### config.mk
export PLATFORM = sky130hd
export DESIGN_NAME = pipe_stage
export DESIGN_NICKNAME = d
export VERILOG_FILES = /design/src/rtl/pipe_pkg.sv /design/src/rtl/pipe_sat_counter.sv /design/src/rtl/pipe_stage.sv
export SDC_FILE = /design/constraint.sdc
export NUM_CORES = 1
export LEC_CHECK = 0
export ABC_CLOCK_PERIOD_IN_PS = 6700
export CAP_MARGIN = 20
export CORE_ASPECT_RATIO = 0.6
export CORE_MARGIN = 4
export CORE_UTILIZATION = 41
export CTS_BUF_LIST = sky130_fd_sc_hd__clkbuf_8
export DETAILED_ROUTE_END_ITERATION = 10
export GPL_TIMING_DRIVEN = 0
export PLACE_DENSITY = 0.82
export SLEW_MARGIN = 15
export SYNTH_ARGS = -nofsm -noshare
export SYNTH_HDL_FRONTEND = slang
export SYNTH_SLANG_ARGS = --single-unit
### constraint.sdc
create_clock -name clk -period 6.7 [get_ports clk]
set_clock_uncertainty 0.1 [all_clocks]
set_input_delay 1.34 -clock clk [delete_from_list [all_inputs] [get_ports clk]]
set_output_delay 1.34 -clock clk [all_outputs]
set_load 0.05 [all_outputs]
### src/rtl/pipe_pkg.sv
// pipe_pkg: shared types and per-boundary width defaults for the pipeline
// stage registers (pipe_stage, pipe_sat_counter).
package pipe_pkg;

   // Occupancy of a stage: EMPTY, main entry only, main plus skid entry.
   typedef enum logic [1:0] {
      EMPTY = 2'd0,
      ONE   = 2'd1,
      FULL  = 2'd2
   } pipe_state_e;

   // Default control/payload widths for each inter-stage boundary.
   localparam int IF_ID_CTRL_W  = 4;
   localparam int IF_ID_DATA_W  = 64;
   localparam int ID_EX_CTRL_W  = 8;
   localparam int ID_EX_DATA_W  = 128;
   localparam int EX_MEM_CTRL_W = 6;
   localparam int EX_MEM_DATA_W = 104;
   localparam int MEM_WB_CTRL_W = 3;
   localparam int MEM_WB_DATA_W = 72;

   // Default width of the stall performance counter.
   localparam int DEF_CNT_W = 16;

endpackage

### src/rtl/pipe_sat_counter.sv
// pipe_sat_counter: saturating up-counter with asynchronous active-high
// reset. Sticks at all-ones instead of wrapping; reusable for perf counters.
module pipe_sat_counter
   import pipe_pkg::*;
#(
   parameter int CNT_W = DEF_CNT_W
) (
   input  logic             clk,
   input  logic             rst,
   input  logic             inc_i,
   output logic [CNT_W-1:0] cnt_o
);

   localparam logic [CNT_W-1:0] CNT_MAX = {CNT_W{1'b1}};
   localparam logic [CNT_W-1:0] CNT_ONE = {{(CNT_W-1){1'b0}}, 1'b1};

   logic [CNT_W-1:0] cnt_q, cnt_d;

   // Next count: increment on request unless already saturated.
   always_comb begin
      cnt_d = cnt_q;
      if (inc_i && (cnt_q != CNT_MAX)) begin
         cnt_d = cnt_q + CNT_ONE;
      end
   end

   // Count register; only reset clears it.
   always_ff @(posedge clk or posedge rst) begin
      if (rst) begin
         cnt_q <= '0;
      end else begin
         cnt_q <= cnt_d;
      end
   end

   assign cnt_o = cnt_q;

endmodule

### src/rtl/pipe_stage.sv
// pipe_stage: valid/ready pipeline-stage register carrying a control field
// and a payload. Control is zeroed on every bubble so a killed instruction
// can never write architectural state; flush drops the held beat and the
// beat offered in the same cycle.
// Handshake: a beat moves upstream->stage when in_valid && in_ready, and
// stage->downstream when out_valid && out_ready; out_valid never drops
// while a beat is stalled.
// Build option PIPE_SKID_EN: adds one skid entry and registers in_ready so
// there is no combinational path out_ready->in_ready. Without it the stage
// holds a single entry and in_ready is combinational from out_ready.
// dbg_state reports occupancy (EMPTY/ONE/FULL encoding from pipe_pkg).
module pipe_stage
   import pipe_pkg::*;
#(
   parameter int CTRL_W = ID_EX_CTRL_W,
   parameter int DATA_W = ID_EX_DATA_W,
   parameter int CNT_W  = DEF_CNT_W
) (
   input  logic              clk,
   input  logic              rst,
   input  logic              flush,
   input  logic              in_valid,
   output logic              in_ready,
   input  logic [CTRL_W-1:0] in_ctrl,
   input  logic [DATA_W-1:0] in_data,
   output logic              out_valid,
   input  logic              out_ready,
   output logic [CTRL_W-1:0] out_ctrl,
   output logic [DATA_W-1:0] out_data,
   output logic [CNT_W-1:0]  stall_cnt,
   output logic [1:0]        dbg_state
);

   logic              valid_q, valid_d;
   logic [CTRL_W-1:0] ctrl_q, ctrl_d;
   logic [DATA_W-1:0] data_q, data_d;
   logic              accept, emit, stall_inc;

   assign accept    = in_valid && in_ready;
   assign emit      = valid_q && out_ready;
   assign stall_inc = valid_q && !out_ready && !flush;

`ifdef PIPE_SKID_EN
   pipe_state_e       state_q, state_d;
   logic [CTRL_W-1:0] sk_ctrl_q, sk_ctrl_d;
   logic [DATA_W-1:0] sk_data_q, sk_data_d;
   logic              in_ready_q, in_ready_d;

   // Occupancy FSM: routes accepted beats to main or skid and keeps order.
   always_comb begin
      state_d   = state_q;
      ctrl_d    = ctrl_q;
      data_d    = data_q;
      sk_ctrl_d = sk_ctrl_q;
      sk_data_d = sk_data_q;
      if (flush) begin
         state_d   = EMPTY;
         ctrl_d    = '0;
         sk_ctrl_d = '0;
      end else begin
         case (state_q)
            EMPTY: begin
               if (accept) begin
                  ctrl_d  = in_ctrl;
                  data_d  = in_data;
                  state_d = ONE;
               end
            end
            ONE: begin
               if (accept && emit) begin
                  ctrl_d = in_ctrl;
                  data_d = in_data;
               end else if (accept) begin
                  sk_ctrl_d = in_ctrl;
                  sk_data_d = in_data;
                  state_d   = FULL;
               end else if (emit) begin
                  ctrl_d  = '0;
                  state_d = EMPTY;
               end
            end
            FULL: begin
               if (emit) begin
                  ctrl_d    = sk_ctrl_q;
                  data_d    = sk_data_q;
                  sk_ctrl_d = '0;
                  state_d   = ONE;
               end
            end
            default: begin
               state_d   = EMPTY;
               ctrl_d    = '0;
               sk_ctrl_d = '0;
            end
         endcase
      end
      valid_d    = (state_d != EMPTY);
      in_ready_d = (state_d != FULL);
   end

   // Skid storage, FSM state and the registered ready flag.
   always_ff @(posedge clk or posedge rst) begin
      if (rst) begin
         state_q    <= EMPTY;
         sk_ctrl_q  <= '0;
         sk_data_q  <= '0;
         in_ready_q <= 1'b1;
      end else begin
         state_q    <= state_d;
         sk_ctrl_q  <= sk_ctrl_d;
         sk_data_q  <= sk_data_d;
         in_ready_q <= in_ready_d;
      end
   end

   // Flush opens the input so the killed beat is consumed and dropped.
   assign in_ready  = in_ready_q || flush;
   assign dbg_state = state_q;
`else
   // Single entry: load on accept, bubble on emit-only, kill on flush.
   always_comb begin
      valid_d = valid_q;
      ctrl_d  = ctrl_q;
      data_d  = data_q;
      if (flush) begin
         valid_d = 1'b0;
         ctrl_d  = '0;
      end else if (accept) begin
         valid_d = 1'b1;
         ctrl_d  = in_ctrl;
         data_d  = in_data;
      end else if (emit) begin
         valid_d = 1'b0;
         ctrl_d  = '0;
      end
   end

   assign in_ready  = flush || !valid_q || out_ready;
   assign dbg_state = valid_q ? ONE : EMPTY;
`endif

   // Main entry registers seen by the downstream stage.
   always_ff @(posedge clk or posedge rst) begin
      if (rst) begin
         valid_q <= 1'b0;
         ctrl_q  <= '0;
         data_q  <= '0;
      end else begin
         valid_q <= valid_d;
         ctrl_q  <= ctrl_d;
         data_q  <= data_d;
      end
   end

   assign out_valid = valid_q;
   assign out_ctrl  = ctrl_q;
   assign out_data  = data_q;

   pipe_sat_counter #(
      .CNT_W (CNT_W)
   ) u_stall_cnt (
      .clk   (clk),
      .rst   (rst),
      .inc_i (stall_inc),
      .cnt_o (stall_cnt)
   );

endmodule

### Close-up of the layout, run 1

Region (67, 15) to (97, 45) um. Cells in gray, sequential cells in the stronger gray; small squares are vias.
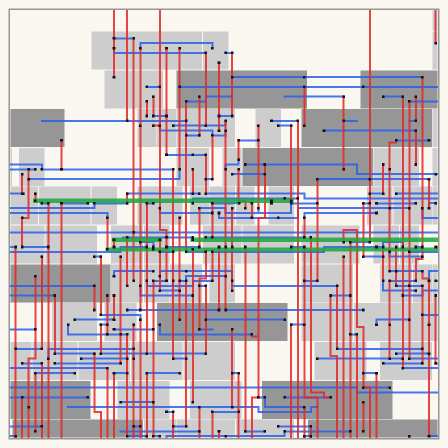
red -> metal 2
blue -> metal 1
green -> metal 3
sequential cells in the window = 8
cells with their middle in the window = 57
most frequent = clkdlybuf4s50_1 (12), dfrtp_1 (8), nand3_1 (6)
netlist names of flops here include = `u_stall_cnt.cnt_o` (6), `out_data` (2)

### Gate-type map, run 1

Scale: 4 px per um.
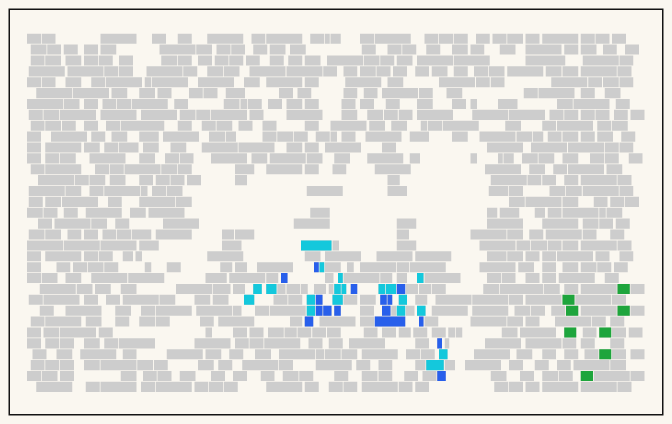
cyan -> NOR gates  # cells 19, most used nor4_1
blue -> NAND gates  # cells 16, most used nand3_1, where bottom center
green -> AND-OR and OR-AND gates  # cells 8, most used a22o_1, where lower right
fraction of area in multi-input gates: 0.206
Layout Cells excl Fill: 891
Commonest Layout Cell: clkdlybuf4s50_1

==> Changelog: implementation, run 1 <==
### Implementation results

- Die Y: ~100 um
- FF-to-FF path depth: 5
- DP Area: ~9100 um^2
- XOR/XNOR share of the synthesized area: 0.0178
- Layout filler cell count: between 900 and 1000
- Yosys chip area: a little under 6000 um^2
- AO/OA Area Share: 0.0157
- Inverter count: 3
- Clk pwr share: 0.225
- Worst Tran Pin Value: around 1.1 ns
- Cell count after synthesis: ~370
- Worst skew pair latency: between 0.4 and 0.5 ns
- CTS tree: built
- Crit path max-delay cell type: clkdlybuf4s50_1
- Via/cell ratio: 4.77
- Max reg flops: between 100 and 150
- Post-route ant nets: 0
- Top achievable clock speed: 216 MHz
- Status: completed
- HP Start: out_data[91]
- Ys async rst share: 1.00
- Met2 Use GR: 0.354
- Starting density of the core: 0.426
- Finish-stage setup viols: 0
- Layout non-clock buf frac: 0.324
- Tapcell Cnt: 192
- CP Cell Sequence: clkdlybuf4s50_1, nor3b_2, inv_2, buf_2, clkdlybuf4s50_1
- Setup TNS: 0 ns
- Adder Area Share: 0.00212
- Top-area cell share: 0.648
- Worst setup EP type: output port
- Pre-CTS setup slack: between 2 and 2.5 ns
- Cell Type Count: 32
- Top Layout Cells: 295 x clkdlybuf4s50_1, 153 x dfrtp_1, 130 x mux2_2, 17 x clkbuf_8, 13 x buf_2
- RSZ-0062 raised after global routing: false
- Mapped cell area: ~5900 um^2
- Seq area share: 0.402
- Final worst-path cycle share: 0.691
- Psw: 1.17 mW
- Hpwl dp: 13300 um
- Worst Setup EP: in_ready
- Crit path max-delay family: buffers and inverters
- Hold WS: approximately 0.41 ns
- Post-layout nets: about 830
- Placed Instances: around 860
- Max-area cell class: sequential cells
- Top logic family: multiplexers
- Power density over cell area: 318 nW/um^2
- Leak: about 4 nW
- Max Slew Vio Count: 0
### Wire density map, run 1

Scale: 3 px per um. 33 x 20 tiles, from white (low) to dark blue (high), scaled to the fullest tile. Values are wire area over tile area, all layers added.
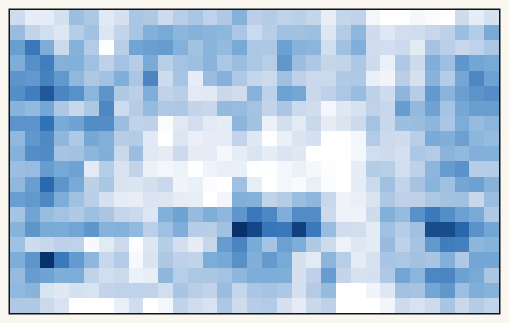
tiles over half the peak = 17%
fullest tile = 0.51
nearly empty tiles = 4.5%
mean over tiles = 0.17
emptiest ninth of the die = center
Total Wirelength: 17000 um
WL/cell: 19.1 um
vias: 4252
GRT Util Overall: 0.207

### M4 wires, run 1

Scale: 4 px per um. Supply wires on this layer in gray.
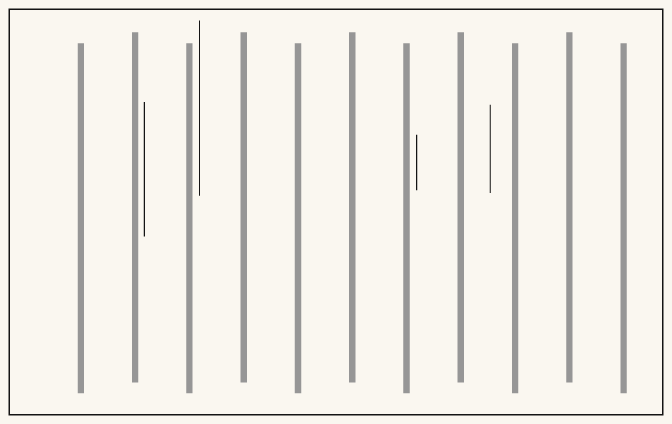
wire length on this layer = 112 um
main direction = vertical
longest straight run = 43.5 um
share of all routed wire = 0.66%

==> run 1: power groups by stage <==
stage / Clock, mW / Sequential (mW) / Combinational, mW
after floorplan: 0 / 1.71 / 0.188
after global placement: 0 / 1.17 / 1.17
after detailed placement: 0 / 1.18 / 1.19
after CTS: 0.706 / 1.16 / 1.19
after global routing: 0.748 / 1.18 / 1.22
final: 0.681 / 1.16 / 1.18
==> run 1: synthesized netlist by cell type (3+ instances only) <==
| cell | count |
|---|---|
| xor2_1 | 12 |
| nand3_1 | 6 |
| nor2_1 | 3 |
| nor3_1 | 3 |
| nand2_1 | 4 |
| nor3b_1 | 4 |
| dfrtp_1 | 153 |
| nand4_1 | 4 |
| nor4_1 | 5 |
| and3_1 | 3 |
| buf_4 | 5 |
| a22o_1 | 8 |
| buf_2 | 13 |
| mux2_2 | 130 |
### Track usage over the die, run 1

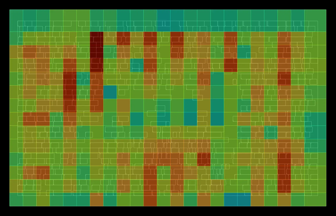

==> inputs of run 2 (changes only) <==
--- a/config.mk
+++ b/config.mk
@@ -5,15 +5,15 @@
 export SDC_FILE = /design/constraint.sdc
 export NUM_CORES = 1
 export LEC_CHECK = 0
-export ABC_CLOCK_PERIOD_IN_PS = 6700
+export ABC_CLOCK_PERIOD_IN_PS = 3810
 export CAP_MARGIN = 20
 export CORE_ASPECT_RATIO = 0.6
 export CORE_MARGIN = 4
-export CORE_UTILIZATION = 41
+export CORE_UTILIZATION = 37
 export CTS_BUF_LIST = sky130_fd_sc_hd__clkbuf_8
 export DETAILED_ROUTE_END_ITERATION = 10
 export GPL_TIMING_DRIVEN = 0
-export PLACE_DENSITY = 0.82
+export PLACE_DENSITY = 0.78
 export SLEW_MARGIN = 15
 export SYNTH_ARGS = -nofsm -noshare
 export SYNTH_HDL_FRONTEND = slang
==> constraint.sdc (replaced) <==
create_clock -name clk -period 3.81 [get_ports clk]
set_clock_uncertainty 0.1 [all_clocks]
set_input_delay 0.762 -clock clk [delete_from_list [all_inputs] [get_ports clk]]
set_output_delay 0.762 -clock clk [all_outputs]
set_load 0.05 [all_outputs]
### Track usage over the die, run 2

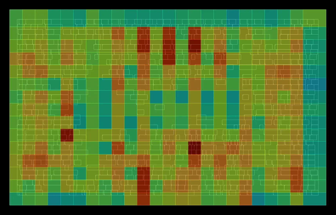
gr busiest metal: met2
met2 Use GR: 0.291
met1 Use GR: 0.227

==> Changelog: implementation, run 2 <==
### Implementation results

- Placed Instances: 875 (was 861)
- Clk pwr share: 0.215 (was 0.225)
- Top pwr grp: combinational cells (unchanged)
- Worst Tran Pin Value: 0.590 ns (was 1.09 ns)
- Yosys chip area: 5910 um^2 (unchanged)
- Leak: 4.04 nW (was 4.01 nW)
- Starting density of the core: 0.381 (was 0.426)
- HP Start: u_stall_cnt.cnt_o[15] (was out_data[91])
- Die Y: 106 um (was 101 um)
- Finish-stage setup viols: 0 (unchanged)
- RSZ-0062 raised after global routing: false (unchanged)
- Mapped cell area: 5910 um^2 (unchanged)
- Top achievable clock speed: between 200 and 300 MHz
- Post-route ant nets: 0 (unchanged)
- Clock Power: 1.13 mW (was 0.681 mW)
- Synth top cell by count: dfrtp_1 (unchanged)
- Status: completed (unchanged)
- Max reg flops: 128 (unchanged)
- Post-layout nets: 834 (was 830)
- Cell Type Count: 32 (unchanged)
- FF-to-FF path depth: 5 (unchanged)
- Adder Area Share: 0.00212 (unchanged)
- Pre-CTS setup slack: 0.406 ns (was 2.08 ns)
- Cell count after synthesis: 373 (unchanged)
- Post-synth top cells: 153 x dfrtp_1, 130 x mux2_2, 13 x buf_2, 12 x xor2_1, 8 x a22o_1 (unchanged)
- Layout Cells excl Fill: 908 (was 891)
- Setup TNS: 0 ns (unchanged)
- Ys async rst share: 1.00 (unchanged)
- Max Slew Vio Count: 0 (unchanged)
- XOR/XNOR share of the synthesized area: 0.0178 (unchanged)
- Hold WS: 0.405 ns (was 0.409 ns)
- Final worst-path cycle share: 0.894
- Top-area cell share: 0.648 (unchanged)
- AO/OA Area Share: 0.0157 (unchanged)
- Worst skew pair latency: 0.42 ns (about the same)
- Top Layout Cells: 295 x clkdlybuf4s50_1, 153 x dfrtp_1, 130 x mux2_2, 18 x clkbuf_8, 14 x buf_2 (was 295 x clkdlybuf4s50_1, 153 x dfrtp_1, 130 x mux2_2, 17 x clkbuf_8, 13 x buf_2)
- Hpwl dp: 12900 um (was 13300 um)
- Worst setup EP type: output port (unchanged)
- Combinational Power: 2.08 mW (was 1.18 mW)
### Wire density map, run 2

Scale: 3 px per um. 34 x 21 tiles, from white (low) to dark blue (high), scaled to the fullest tile. Values are wire area over tile area, all layers added.
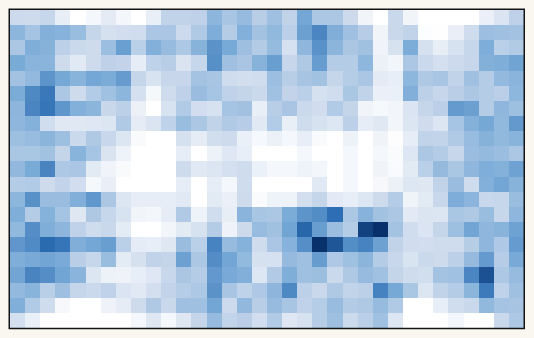
nearly empty tiles = 8.3%
mean over tiles = 0.15
tiles over half the peak = 10%
Total Wirelength: 16700 um
GRT Util Overall: 0.183
vias: 4382
WL/cell: 18.4 um

-- run 2: how the worst max path moves through the flow --
stage	startpoint	endpoint	slack, ns
6_report	flush	in_ready	0.40
5_1_grt	flush	in_ready	0.34
4_1_cts	flush	in_ready	0.40
3_5_place_dp	flush	in_ready	0.41
3_3_place_gp	rst	out_data[106]	-0.17
2_1_floorplan	rst	out_ctrl[0]	1.02
-- run 2: final cells by class --
class / instances / area [um^2]
tap: 203 / 254
sequential: 153 / 3830
clock buffer: 18 / 248
multi-input combinational: 198 / 1970
fill: 1191 / 5930
buffer: 19 / 106
timing repair buffer: 300 / 3040
inverter: 3 / 15.0
clock inverter: 14 / 114
-- run 2: worst max-delay path, stage by stage --
cell	delay, ns
clkdlybuf4s50_1	0.44
nor3b_2	0.32
inv_2	0.09
buf_2	0.20
clkdlybuf4s50_1	0.72
Power figures rest on the tool's default switching activity, not on a simulated workload.
